### src/rtl/ama_riscv_dmem_arbiter.sv
// ama_riscv_dmem_arbiter
// Shares one single-port data memory between the RISC-V core and a debug port.
// At most one requester is granted per cycle. Round-robin resolves contention.
// The grant, the enables and the write lanes are combinational in the grant
// cycle. Read data comes back one cycle later.
//
// Ports
//   clk, rst              clock, asynchronous active-high reset
//   core_req_*            core request: byte address, funct3 width, store data
//   core_rsp_*            core response: raw DMEM word plus the offset and width
//                         of the load, so the core can extract and extend it
//   core_misaligned       previous granted core access was misaligned
//   dbg_req_* / dbg_rsp_* debug word access (address bits [1:0] ignored)
//   dmem_*                memory port; dmem_rdata is valid the cycle after dmem_en
module ama_riscv_dmem_arbiter #(
    parameter int DMEM_AW = 14
) (
    input  logic               clk,
    input  logic               rst,
    input  logic               core_req_valid,
    output logic               core_req_ready,
    input  logic               core_req_we,
    input  logic [31:0]        core_req_addr,
    input  logic [2:0]         core_req_width,
    input  logic [31:0]        core_req_wdata,
    output logic               core_rsp_valid,
    output logic [31:0]        core_rsp_data,
    output logic [1:0]         core_rsp_offset,
    output logic [2:0]         core_rsp_width,
    output logic               core_misaligned,
    input  logic               dbg_req_valid,
    output logic               dbg_req_ready,
    input  logic               dbg_req_we,
    input  logic [31:0]        dbg_req_addr,
    input  logic [31:0]        dbg_req_wdata,
    output logic               dbg_rsp_valid,
    output logic [31:0]        dbg_rsp_data,
    output logic               dmem_en,
    output logic [3:0]         dmem_we,
    output logic [DMEM_AW-1:0] dmem_addr,
    output logic [31:0]        dmem_wdata,
    input  logic [31:0]        dmem_rdata
);

    // The access is misaligned when it does not fit inside one word.
    // A width code of 11 is not a legal size.
    function automatic logic access_misaligned(input logic [2:0] width, input logic [1:0] offset);
        logic mis;
        case (width[1:0])
            2'b00:   mis = 1'b0;
            2'b01:   mis = (offset == 2'd3);
            2'b10:   mis = (offset != 2'd0);
            default: mis = 1'b1;
        endcase
        return mis;
    endfunction

    function automatic logic [3:0] store_mask(input logic [2:0] width, input logic [1:0] offset);
        logic [3:0] mask;
        case (width[1:0])
            2'b00:   mask = 4'b0001 << offset;
            2'b01:   mask = 4'b0011 << offset;
            default: mask = 4'b1111;
        endcase
        return mask;
    endfunction

    // The value is replicated across all lanes, so the byte enables alone
    // pick where it lands in the word.
    function automatic logic [31:0] store_data(input logic [2:0] width, input logic [31:0] wdata);
        logic [31:0] data;
        case (width[1:0])
            2'b00:   data = {4{wdata[7:0]}};
            2'b01:   data = {2{wdata[15:0]}};
            default: data = wdata;
        endcase
        return data;
    endfunction

    logic       last_grant_r;      // 0: core was granted last, 1: debug
    logic       core_rsp_valid_r;
    logic       core_mis_r;
    logic       dbg_rsp_valid_r;
    logic [1:0] core_offset_r;
    logic [2:0] core_width_r;

    logic       grant_core_s;
    logic       grant_dbg_s;
    logic       core_mis_s;

    logic       unused_addr_bits_s;
    assign unused_addr_bits_s = ^{dbg_req_addr[1:0], dbg_req_addr[31:DMEM_AW+2],
                                  core_req_addr[31:DMEM_AW+2]};

    // Grant: a sole requester wins. On contention the requester that was not
    // granted last wins. Nothing is granted while reset is held.
    always_comb begin
        grant_core_s = 1'b0;
        grant_dbg_s  = 1'b0;
        if (rst) begin
            grant_core_s = 1'b0;
            grant_dbg_s  = 1'b0;
        end else if (core_req_valid && dbg_req_valid) begin
            grant_core_s = last_grant_r;
            grant_dbg_s  = ~last_grant_r;
        end else begin
            grant_core_s = core_req_valid;
            grant_dbg_s  = dbg_req_valid;
        end
    end

    // Memory drive for the granted request. A misaligned core access is
    // acknowledged but never reaches the memory.
    always_comb begin
        core_mis_s     = access_misaligned(core_req_width, core_req_addr[1:0]);
        core_req_ready = grant_core_s;
        dbg_req_ready  = grant_dbg_s;
        dmem_en        = 1'b0;
        dmem_we        = 4'b0000;
        dmem_addr      = core_req_addr[DMEM_AW+1:2];
        dmem_wdata     = store_data(core_req_width, core_req_wdata);
        if (grant_dbg_s) begin
            dmem_en    = 1'b1;
            dmem_we    = dbg_req_we ? 4'b1111 : 4'b0000;
            dmem_addr  = dbg_req_addr[DMEM_AW+1:2];
            dmem_wdata = dbg_req_wdata;
        end else if (grant_core_s && !core_mis_s) begin
            dmem_en = 1'b1;
            dmem_we = core_req_we ? store_mask(core_req_width, core_req_addr[1:0]) : 4'b0000;
        end else begin
            dmem_en = 1'b0;
            dmem_we = 4'b0000;
        end
    end

    // Response owner, misalignment flag, load metadata and round-robin state.
    always_ff @(posedge clk or posedge rst) begin
        if (rst) begin
            last_grant_r     <= 1'b1;
            core_rsp_valid_r <= 1'b0;
            core_mis_r       <= 1'b0;
            dbg_rsp_valid_r  <= 1'b0;
            core_offset_r    <= 2'd0;
            core_width_r     <= 3'd0;
        end else begin
            core_rsp_valid_r <= grant_core_s && !core_req_we;
            core_mis_r       <= grant_core_s && core_mis_s;
            dbg_rsp_valid_r  <= grant_dbg_s && !dbg_req_we;
            if (grant_core_s || grant_dbg_s) begin
                last_grant_r <= grant_dbg_s;
            end
            if (grant_core_s && !core_req_we) begin
                core_offset_r <= core_req_addr[1:0];
                core_width_r  <= core_req_width;
            end
        end
    end

    // Response outputs. A misaligned load returns zero instead of memory data.
    always_comb begin
        core_rsp_valid  = core_rsp_valid_r;
        core_misaligned = core_mis_r;
        core_rsp_offset = core_offset_r;
        core_rsp_width  = core_width_r;
        core_rsp_data   = core_mis_r ? 32'h0000_0000 : dmem_rdata;
        dbg_rsp_valid   = dbg_rsp_valid_r;
        dbg_rsp_data    = dmem_rdata;
    end

endmodule

### config.mk
export PLATFORM = sky130hd
export DESIGN_NAME = ama_riscv_dmem_arbiter
export DESIGN_NICKNAME = d
export VERILOG_FILES = /design/src/rtl/ama_riscv_dmem_arbiter.sv
export SDC_FILE = /design/constraint.sdc
export NUM_CORES = 1
export LEC_CHECK = 0
export CAP_MARGIN = 25
export CORE_AREA = 2 2 115 117
export CTS_BUF_LIST = sky130_fd_sc_hd__clkbuf_16
export DETAILED_ROUTE_END_ITERATION = 7
export DIE_AREA = 0 0 117 119
export PLACE_DENSITY = 0.6
export SLEW_MARGIN = 20
export SYNTH_ARGS = -nofsm -noshare
export SYNTH_HDL_FRONTEND = slang
export SYNTH_SLANG_ARGS = --single-unit
### constraint.sdc
create_clock -name clk -period 3.4 [get_ports clk]
set_input_delay 0.51 -clock clk [delete_from_list [all_inputs] [get_ports clk]]
set_output_delay 0.51 -clock clk [all_outputs]
set_load 0.01 [all_outputs]
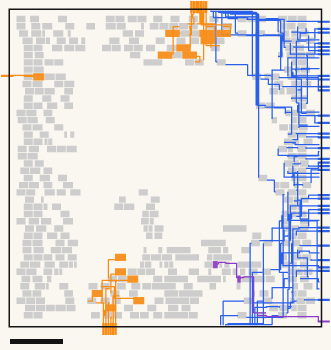
Figure 1: wires at chosen ports, followed through buffers.
Bar = 20 um.
dbg_rsp_data -> blue  # direction output, edge right, end cells 0, wire 1,610 um
dbg_req_we -> purple  # direction input, edge right, end cells 2, wire 64.6 um
dmem_addr -> orange  # direction output, edge 7 top, 6 bottom, 1 left, end cells 14, wire 278 um
port bufs: 259
Top-Level Pins: 294

==> results.ini <==
[outcome]
status=completed

[final_timing]
slew_headroom=0.375
fmax_mhz=322
hold_viol_final=0
setup_viol=0
rsz0062_at_grt=false
skew_ps=2.47
slew_viol_final=0

[power]
powerDensity_nw_per_um2=223
p_leak_nw=1.76

[cts]
clk_latency_ps=240
cts.sinks=9
post-cts-setup-buffers=0
htree_num_levels=1
clkTransAtPathRegs_ps=40
cts_buffers=3
cts_tree=built
clockBufferDepth=2
post_cts_resized=0
root_buffer=clkbuf_16

[logic_synthesis]
ys_sh_aoi=0.0565
synth_top_cell_by_area=mux2_2
yosysSeqAreaShare=0.118
mux_share=0.449
synthesis.nets=383
synth_warnings=0
yosys_most_used_dff=dfrtp_1
simple_gate_share=0.183
synthArstFlopShare=1.00
ys_top_logic_family=multiplexers
adder_share=0
ys_cells=214
ys.flops=9
common_cells=50 x mux2_2, 35 x buf_4, 33 x nor2b_1
edf_count=0
synth.most_common_cell=mux2_2
synth.area.top_cells=mux2_2 29%, buf_4 14%, nor2b_1 11%, dfrtp_1 10%, mux2_4 6.2%

[die]
coreArea_sq_um=12900
die_h_um=119
tapCellCount=176
die_w_um=117
die-area_sq_um=13900

[drt]
drc=0
drt_iter0_drc=14
vias=2372
viasPerCell=3.89

[placed_design]
place.gp.congestion=0.676
hpwl_um=7450

[cells_and_area]
nets=603
flop-count=9
clock_area_frac=0.0174
area_growth_pct=135
drive_above_1_share=0.162
diodes=0
inverters=4
combGateArea_sq_um=1340
nNonClkBuffers=264
nonClkBufAreaFrac=0.586

[job]
warnings=60
cap_violations=0

[setup_path]
path_cells=clkdlybuf4s50_1, buf_12, nor2_4, mux2_2, mux2_2, clkdlybuf4s50_1
critPathKind=in -> out
worstPathBufferInverterCount=3
critPathSlowestCell=clkdlybuf4s50_1
cp.arrival_ps=2590
reg2reg_setup_slack_ps=1840
path_delay_family=buffers and inverters
crit_required_ps=2890

[global_routing]
grt_pass1_wl_um=12300
antenna_found_initial=0

[min_path]
hold_class=reg -> reg

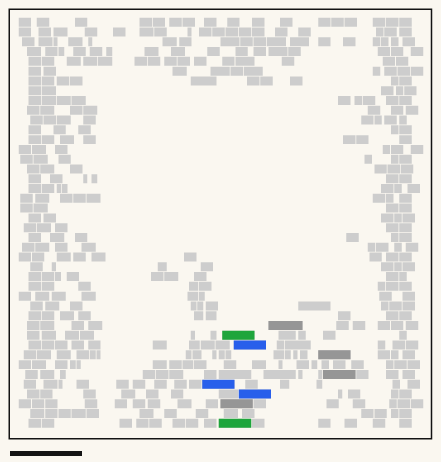
Figure 2: register map, names as in the netlist.
Bar = 20 um.
core_rsp_width -> blue  # sequential cells 3
core_rsp_offset -> green  # sequential cells 2
not colored = 4
FF/Latch Area: 226 sq um
sequential share of cell area: 0.0500
sequential power: 0.000143 W
final core utilization: 0.352

[cell usage in the layout, fill, tap and decap left out, drive strengths merged, types with 5 or more instances in the layout]
cell,n
dfrtp,8
o21ai,13
inv,5
mux2,67
buf,5
nor2b,34
mux2i,8
clkdlybuf4s50,259
nand2,10
[flip-flops by register name (all words and copies together), names as in the netlist]
register	count
core_misaligned	1
dbg_rsp_valid	1
core_rsp_offset	2
core_rsp_valid	1
core_rsp_width	3
last_grant_r	1
[path summary, 6_finish.rpt]
| path | from | to | cells after the start |
|---|---|---|---|
| max in group asynchronous | rst | last_grant_r$_DFFE_PP1P_ | 3 |
| max reg2reg | last_grant_r$_DFFE_PP1P_ | core_rsp_width[0]$_DFFE_PP0P_ | 3 |
| min in group asynchronous | rst | core_misaligned$_DFF_PP0_ | 2 |
| max | core_req_width[1] | dmem_wdata[10] | 6 |
| min reg2reg | core_rsp_offset[1]$_DFFE_PP0P_ | core_rsp_offset[1]$_DFFE_PP0P_ | 1 |
| min | core_rsp_offset[1]$_DFFE_PP0P_ | core_rsp_offset[1]$_DFFE_PP0P_ | 1 |
[where the power goes]
part	internal, W	switching, W	leakage (nW)
Sequential	0.000128	0.0000155	0.111
Clock	0.000154	0.0000520	0.0423
Combinational	0.000441	0.000221	1.61
[routing by layer]
layer	share of wire	up-vias	global-route usage
li1	-	1148	-
met1	0.35	1041	0.116
met2	0.51	177	0.218
met3	0.14	6	0.0341
met4	0.0071	0	0.0140
met5	0	-	0
[stage by stage]
stage	instance area [sq um]	instances	power, W	setup slack (ps)	utilization
4_1_cts	4530	609	0.00103	291	0.352
6_report	4530	609	0.00101	295	0.352
3_3_place_gp	4450	605	0.000808	308	0.346
3_5_place_dp	4450	605	0.000813	299	0.346
5_1_grt	4530	609	0.00107	241	0.352
2_1_floorplan	1930	214	0.000414	1400	-
Power and IR drop assume default switching activity.
